**src/rtl/macro_updown_cnt_pkg.sv**
```systemverilog
// Shared types and elaboration helpers for the up/down counter: op-select
// encoding, strobe bundle, parameter range checks and intermediate widths.
package macro_updown_cnt_pkg;

  // One op per edge, already resolved by priority.
  typedef enum logic [2:0] {
    OP_HOLD  = 3'd0,
    OP_INC   = 3'd1,
    OP_DEC   = 3'd2,
    OP_LOAD  = 3'd3,
    OP_CLEAR = 3'd4
  } op_e;

  typedef struct packed {
    logic carry;
    logic borrow;
  } strobe_t;

  function automatic op_e decode_op(input logic clear, input logic load,
                                    input logic inc, input logic dec);
    if (clear)
      return OP_CLEAR;
    if (load)
      return OP_LOAD;
    if (inc && !dec)
      return OP_INC;
    if (dec && !inc)
      return OP_DEC;
    return OP_HOLD;
  endfunction

  function automatic longint full_scale(input int width);
    return (longint'(1) << width) - 64'sd1;
  endfunction

  function automatic bit max_val_ok(input int width, input longint max_val,
                                    input longint reset_val);
    return (width >= 1) && (max_val >= 0) && (max_val <= full_scale(width)) &&
           (reset_val >= 0) && (reset_val <= max_val);
  endfunction

  // Arithmetic is carried one bit wider so the top bit exposes the wrap.
  function automatic int ext_width(input int width);
    return width + 1;
  endfunction

endpackage

```
**src/rtl/macro_updown_cnt_if.sv**
```systemverilog
// Request/status bundle of the up/down counter; the counter is the slave,
// the controlling logic is the master.
interface macro_updown_cnt_if #(
  parameter int WIDTH = 4
);
  logic             clear;
  logic             load;
  logic [WIDTH-1:0] load_val;
  logic             inc;
  logic             dec;
  logic [WIDTH-1:0] q;
  logic             carry;
  logic             borrow;
  logic             is_zero;
  logic             is_max;

  modport master (
    output clear, load, load_val, inc, dec,
    input  q, carry, borrow, is_zero, is_max
  );

  modport slave (
    input  clear, load, load_val, inc, dec,
    output q, carry, borrow, is_zero, is_max
  );
endinterface

```
**src/rtl/macro_updown_cnt_incdec_n.sv**
```systemverilog
// Combinational modulo-(max+1) increment/decrement core with a wrap flag;
// assumes d <= max, which the owning register guarantees.
module macro_incdec_n
  import macro_updown_cnt_pkg::*;
#(
  parameter int WIDTH = 4
) (
  input  logic [WIDTH-1:0] d,
  input  logic             dec,
  input  logic [WIDTH-1:0] max,
  output logic [WIDTH-1:0] q,
  output logic             c
);
  localparam int EW = ext_width(WIDTH);

  logic [EW-1:0] d_ext;
  logic [EW-1:0] max_ext;
  logic [EW-1:0] inc_sum;
  logic [EW-1:0] dec_diff;
  logic          inc_wrap;
  logic          dec_wrap;

  assign d_ext    = {1'b0, d};
  assign max_ext  = {1'b0, max};
  assign inc_sum  = d_ext + EW'(1);
  assign dec_diff = d_ext - EW'(1);

  // Comparing against max (not 2**WIDTH) keeps non-power-of-two moduli exact;
  // the decrement underflow shows up as the extra top bit.
  assign inc_wrap = (inc_sum > max_ext);
  assign dec_wrap = dec_diff[EW-1];

  always_comb begin
    c = 1'b0;
    q = '0;
    if (dec) begin
      c = dec_wrap;
      q = dec_wrap ? max : dec_diff[WIDTH-1:0];
    end else begin
      c = inc_wrap;
      q = inc_wrap ? '0 : inc_sum[WIDTH-1:0];
    end
  end
endmodule

```
**src/rtl/macro_updown_cnt.sv**
```systemverilog
// Registered up/down counter with wrap at MAX_VAL, carry/borrow strobes, clear and load.
// Define MACRO_UPDOWN_CNT_SAT_EN to saturate at the ends instead of wrapping.
module macro_updown_cnt
  import macro_updown_cnt_pkg::*;
#(
  parameter int WIDTH     = 4,
  parameter int MAX_VAL   = 2**WIDTH - 1,
  parameter int RESET_VAL = 0
) (
  input logic          clk,
  input logic          resetn,
  macro_updown_cnt_if.slave bus
);
  localparam logic [WIDTH-1:0] MAX_Q = WIDTH'(MAX_VAL);
  localparam logic [WIDTH-1:0] RST_Q = WIDTH'(RESET_VAL);

`ifdef MACRO_UPDOWN_CNT_SAT_EN
  localparam bit SAT_MODE = 1'b1;
`else
  localparam bit SAT_MODE = 1'b0;
`endif

  if (!max_val_ok(WIDTH, longint'(MAX_VAL), longint'(RESET_VAL))) begin : g_bad_cfg
    $error("macro_updown_cnt: need WIDTH>=1, MAX_VAL<=2**WIDTH-1, RESET_VAL<=MAX_VAL");
  end

  logic [WIDTH-1:0] q_reg;
  logic [WIDTH-1:0] q_next;
  strobe_t          strobe_reg;
  strobe_t          strobe_next;
  logic [WIDTH-1:0] load_clamped;
  logic [WIDTH-1:0] step_q;
  logic             step_wrap;
  op_e              op;

  assign op = decode_op(bus.clear, bus.load, bus.inc, bus.dec);

  // With a full-scale modulus every load value is legal, so no clamp is built.
  if (longint'(MAX_VAL) == full_scale(WIDTH)) begin : g_no_clamp
    assign load_clamped = bus.load_val;
  end else begin : g_clamp
    assign load_clamped = (bus.load_val > MAX_Q) ? MAX_Q : bus.load_val;
  end

  macro_incdec_n #(
    .WIDTH (WIDTH)
  ) u_core (
    .d   (q_reg),
    .dec (op == OP_DEC),
    .max (MAX_Q),
    .q   (step_q),
    .c   (step_wrap)
  );

  always_comb begin
    q_next      = q_reg;
    strobe_next = '0;
    case (op)
      OP_CLEAR: q_next = RST_Q;
      OP_LOAD:  q_next = load_clamped;
      OP_INC: begin
        // In saturating mode the strobe flags a rejected step and q stays put.
        q_next            = (SAT_MODE && step_wrap) ? q_reg : step_q;
        strobe_next.carry = step_wrap;
      end
      OP_DEC: begin
        q_next             = (SAT_MODE && step_wrap) ? q_reg : step_q;
        strobe_next.borrow = step_wrap;
      end
      default: q_next = q_reg;
    endcase
  end

  always_ff @(posedge clk or negedge resetn) begin
    if (!resetn) begin
      q_reg      <= RST_Q;
      strobe_reg <= '0;
    end else begin
      q_reg      <= q_next;
      strobe_reg <= strobe_next;
    end
  end

  assign bus.q       = q_reg;
  assign bus.carry   = strobe_reg.carry;
  assign bus.borrow  = strobe_reg.borrow;
  assign bus.is_zero = (q_reg == '0);
  assign bus.is_max  = (q_reg == MAX_Q);
endmodule

```
**src/flat_wrapper.sv**
```systemverilog
// flat-port wrapper written by rule: the top's interface ports become plain ports
module macro_updown_cnt_flat import macro_updown_cnt_pkg::*;
#(
  parameter int WIDTH     = 4,
  parameter int MAX_VAL   = 2**WIDTH - 1,
  parameter int RESET_VAL = 0
)
  (clk, resetn, bus_clear, bus_load, bus_load_val, bus_inc, bus_dec, bus_q, bus_carry, bus_borrow, bus_is_zero, bus_is_max);
  macro_updown_cnt_if #(.WIDTH(WIDTH)) bus_i ();
  input logic clk;
  input logic resetn;
  input wire logic [$bits(bus_i.clear)-1:0] bus_clear;
  input wire logic [$bits(bus_i.load)-1:0] bus_load;
  input wire logic [$bits(bus_i.load_val)-1:0] bus_load_val;
  input wire logic [$bits(bus_i.inc)-1:0] bus_inc;
  input wire logic [$bits(bus_i.dec)-1:0] bus_dec;
  output wire logic [$bits(bus_i.q)-1:0] bus_q;
  output wire logic [$bits(bus_i.carry)-1:0] bus_carry;
  output wire logic [$bits(bus_i.borrow)-1:0] bus_borrow;
  output wire logic [$bits(bus_i.is_zero)-1:0] bus_is_zero;
  output wire logic [$bits(bus_i.is_max)-1:0] bus_is_max;
  assign bus_i.clear = bus_clear;
  assign bus_i.load = bus_load;
  assign bus_i.load_val = bus_load_val;
  assign bus_i.inc = bus_inc;
  assign bus_i.dec = bus_dec;
  assign bus_q = bus_i.q;
  assign bus_carry = bus_i.carry;
  assign bus_borrow = bus_i.borrow;
  assign bus_is_zero = bus_i.is_zero;
  assign bus_is_max = bus_i.is_max;
  macro_updown_cnt #(.WIDTH(WIDTH), .MAX_VAL(MAX_VAL), .RESET_VAL(RESET_VAL)) u_core (.clk(clk), .resetn(resetn), .bus(bus_i));
endmodule
```
**config.mk**
```make
export PLATFORM = sky130hd
export DESIGN_NAME = macro_updown_cnt_flat
export DESIGN_NICKNAME = d
export VERILOG_FILES = /design/src/rtl/macro_updown_cnt_pkg.sv /design/src/rtl/macro_updown_cnt_if.sv /design/src/rtl/macro_updown_cnt_incdec_n.sv /design/src/rtl/macro_updown_cnt.sv /design/src/flat_wrapper.sv
export SDC_FILE = /design/constraint.sdc
export NUM_CORES = 1
export LEC_CHECK = 0
export CAP_MARGIN = 20
export CORE_ASPECT_RATIO = 1.2
export CORE_MARGIN = 5
export CORE_UTILIZATION = 25
export DETAILED_ROUTE_END_ITERATION = 12
export PLACE_DENSITY = 0.55
export SLEW_MARGIN = 20
export SYNTH_ARGS = -nofsm -noshare
export SYNTH_HDL_FRONTEND = slang
export SYNTH_SLANG_ARGS = --single-unit
```
**constraint.sdc**
```tcl
create_clock -name clk -period 3.78 [get_ports clk]
set_input_delay 0.756 -clock clk [delete_from_list [all_inputs] [get_ports clk]]
set_output_delay 0.756 -clock clk [all_outputs]
set_load 0.02 [all_outputs]
```
==> job_summary.md <==
## PnR job results

| Metric | Value |
|---|---|
| CTS H-tree lvls | `1` |
| Critical Path Start Type | `flop` |
| Critical path peak fanout | `7` |
| Setup bufs post-CTS | `0` |
| Largest net degree at the start of global routing | `14` |
| Avg WL per Cell | `12.7 um` |
| Ys flops | `6` |
| DRT iter0 DRCs | `10` |
| Count of tool warnings | `29` |
| Crit path DRT | `3.02 ns` |
| Grt total ovfl | `0` |
| CP cell instances | `inv_1 -> ha_1 -> nor3b_1 -> clkdlybuf4s50_1` |
| Maximum VDD drop | `0.0823 mV` |
| Vias | `533` |
| R2r worst-path depth | `6` |
| Worst R2R Setup Slack | `1.64 ns` |
| Leakage | `0.299 nW` |
| Relative slew slack | `73.8%` |
| FFs w/ async S/R, synth | `100%` |
| Top Layout Cells | `clkdlybuf4s50_1, nand2_1, dfrtp_1` |
| Final-report max-slew violation count | `0` |
| Crit-path slowest cell | `clkdlybuf4s50_1` |
| I/O pins | `18` |
| Worst Hold Class | `flop to flop` |
| Top cells by area | `dfrtp_1, ha_1, nand2_1, a21oi_1, nor2b_1` |
| Hold path depth | `2` |
| Pre-Repair DR Iteration Count | `4` |
| Gr usage total | `10.5%` |
| Actual slew at the worst max-slew pin | `0.393 ns` |
| Synth warnings | `0` |
| Remaining antenna violation count | `0` |
| Critical path endpoint category | `output port` |
| Outcome | `completed` |
| Sum Neg Setup Slack | `0 ns` |
| Max Clock Freq | `0.386 GHz` |
| Worst r2r src | `u_core.bus.q[0]` |
[per-layer routing]
layer	vias to the layer above	part of all wire (%)	track usage, %
met5	-	0	0
met4	0	2.6	5.47
met2	15	49	17.0
met1	250	43	12.8
li1	263	-	-
met3	5	5.0	2.46
[where the power goes]
part	switching (W)	leakage, nW	internal (W)
combinational	0.0000398	0.206	0.0000417
clock	0.0000248	0.0138	0.0000360
sequential	0.0000115	0.0796	0.0000686
total	0.0000761	0.299	0.000146
[area by class of cell]
class | count | area [um2]
clock buffers | 3 | 22.5
fillers | 232 | 1320
inverters | 4 | 15.0
multi-input cells | 50 | 362
flip-flops and latches | 6 | 150
well taps | 30 | 37.5
repair buffers | 17 | 170
[worst max-delay path by stage]
stage	start	to	slack, ns	depth (start not counted)
finish	u_core.bus.q[0]	bus_is_zero	1.19	4
global route	u_core.bus.q[0]	bus_is_zero	1.02	4
CTS	u_core.bus.q[0]	bus_is_zero	1.16	4
detailed placement	u_core.bus.q[0]	bus_is_zero	1.42	4
global placement	u_core.bus.q[0]	bus_is_zero	1.45	4
floorplan	u_core.bus.q[0]	bus_is_zero	1.71	3
[stage by stage]
stage	cell area (um2)	cells	power [W]	setup WS [ns]	hold WS, ns
4_1_cts	757	110	0.000224	1.16	0.739
2_1_floorplan	539	63	0.000128	1.71	0.460
3_3_place_gp	734	107	0.000163	1.45	0.731
3_5_place_dp	734	107	0.000163	1.42	0.733
5_1_grt	757	110	0.000236	1.02	0.764
6_report	757	110	0.000222	1.19	0.730
[logic make-up after synthesis]
logic type / Yosys count / synth area share, %
buffers and inverters: 7 / 5.10
and+or+nand+nor: 22 / 23.4
adders and majority gates: 5 / 11.1
AOI/OAI and AO/OA: 19 / 25.8
xor gates and xnor gates: 3 / 4.87
muxes: 1 / 1.86
DFF: 6 / 27.8
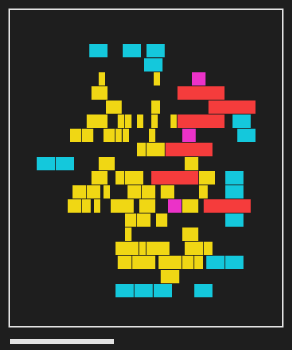
Fig. 1. Cell classes on the final placement.
The bar under the picture is 20 um long.
| color | class | cells |
|---|---|---|
| red | registers | 6 |
| magenta | clock-net drivers | 3 |
| cyan | remaining buffers and delay cells | 17 |
| yellow | remaining logic cells | 54 |
sequential share of cell area: 19.8%
row count: 18
final instance area: 757 um2
core area: 2070 um2
final core occ: 36.5%

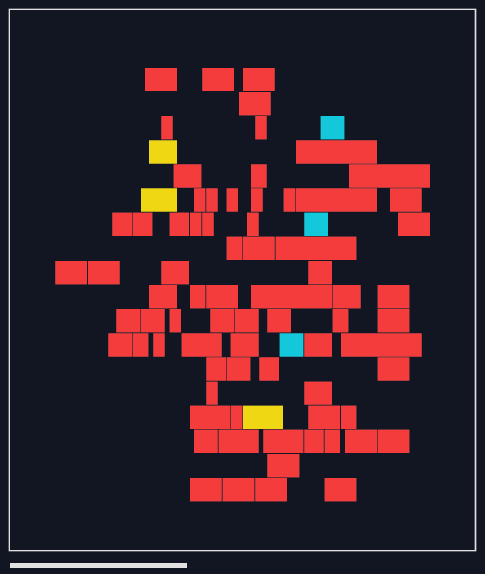
Fig. 2. Cells by drive strength.
The bar under the picture is 20 um long.
| color | size | cells |
|---|---|---|
| red | x1 and smaller | 74 |
| yellow | x2 | 3 |
| cyan | x3 and x4 | 3 |

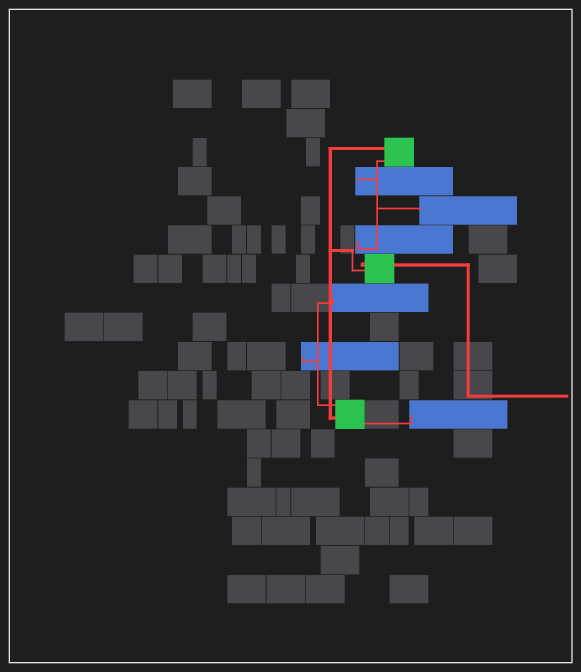
Fig. 3. Clock network drawn from the DEF.
[red] clock wires | length: 113 um
[blue] flip-flops | count: 6
[green] clock-net drivers | count: 3
routed clock nets: 4
Clock Skew: 0.00262 ns
Clock net power: 0.0000609 W
clock power share: 27.4%
Worst-Skew Late Latency: 0.25 ns

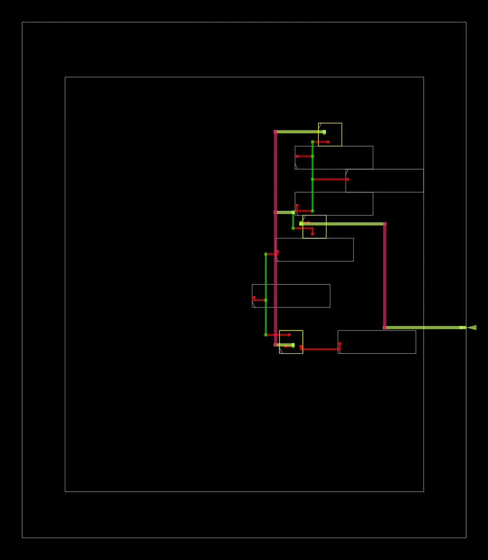
Fig. 4. Clock routing.
Num CTS Buffers: 3
seq_cells: 6
CTS sink cnt: 6

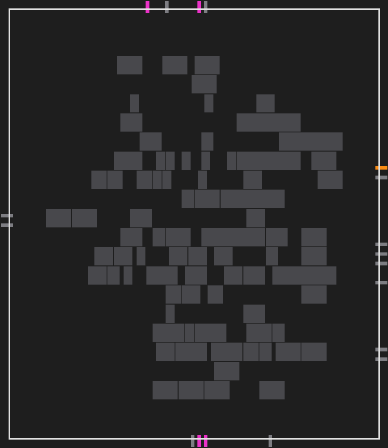
Fig. 5. Pin map.
Pins as bars across the die edge, other pins in gray.
| color | port | pins | direction | edge |
|---|---|---|---|---|
| orange | `bus_carry` | 1 | output | right |
| magenta | `bus_load_val` | 4 | input | 2 top, 2 bottom |
all pins by edge: 8 right, 4 top, 4 bottom, 2 left
die span in y: 60.9 um
Buffers on Ports: 17
die width: 52.4 um

Power is estimated from default activity; no workload was simulated.
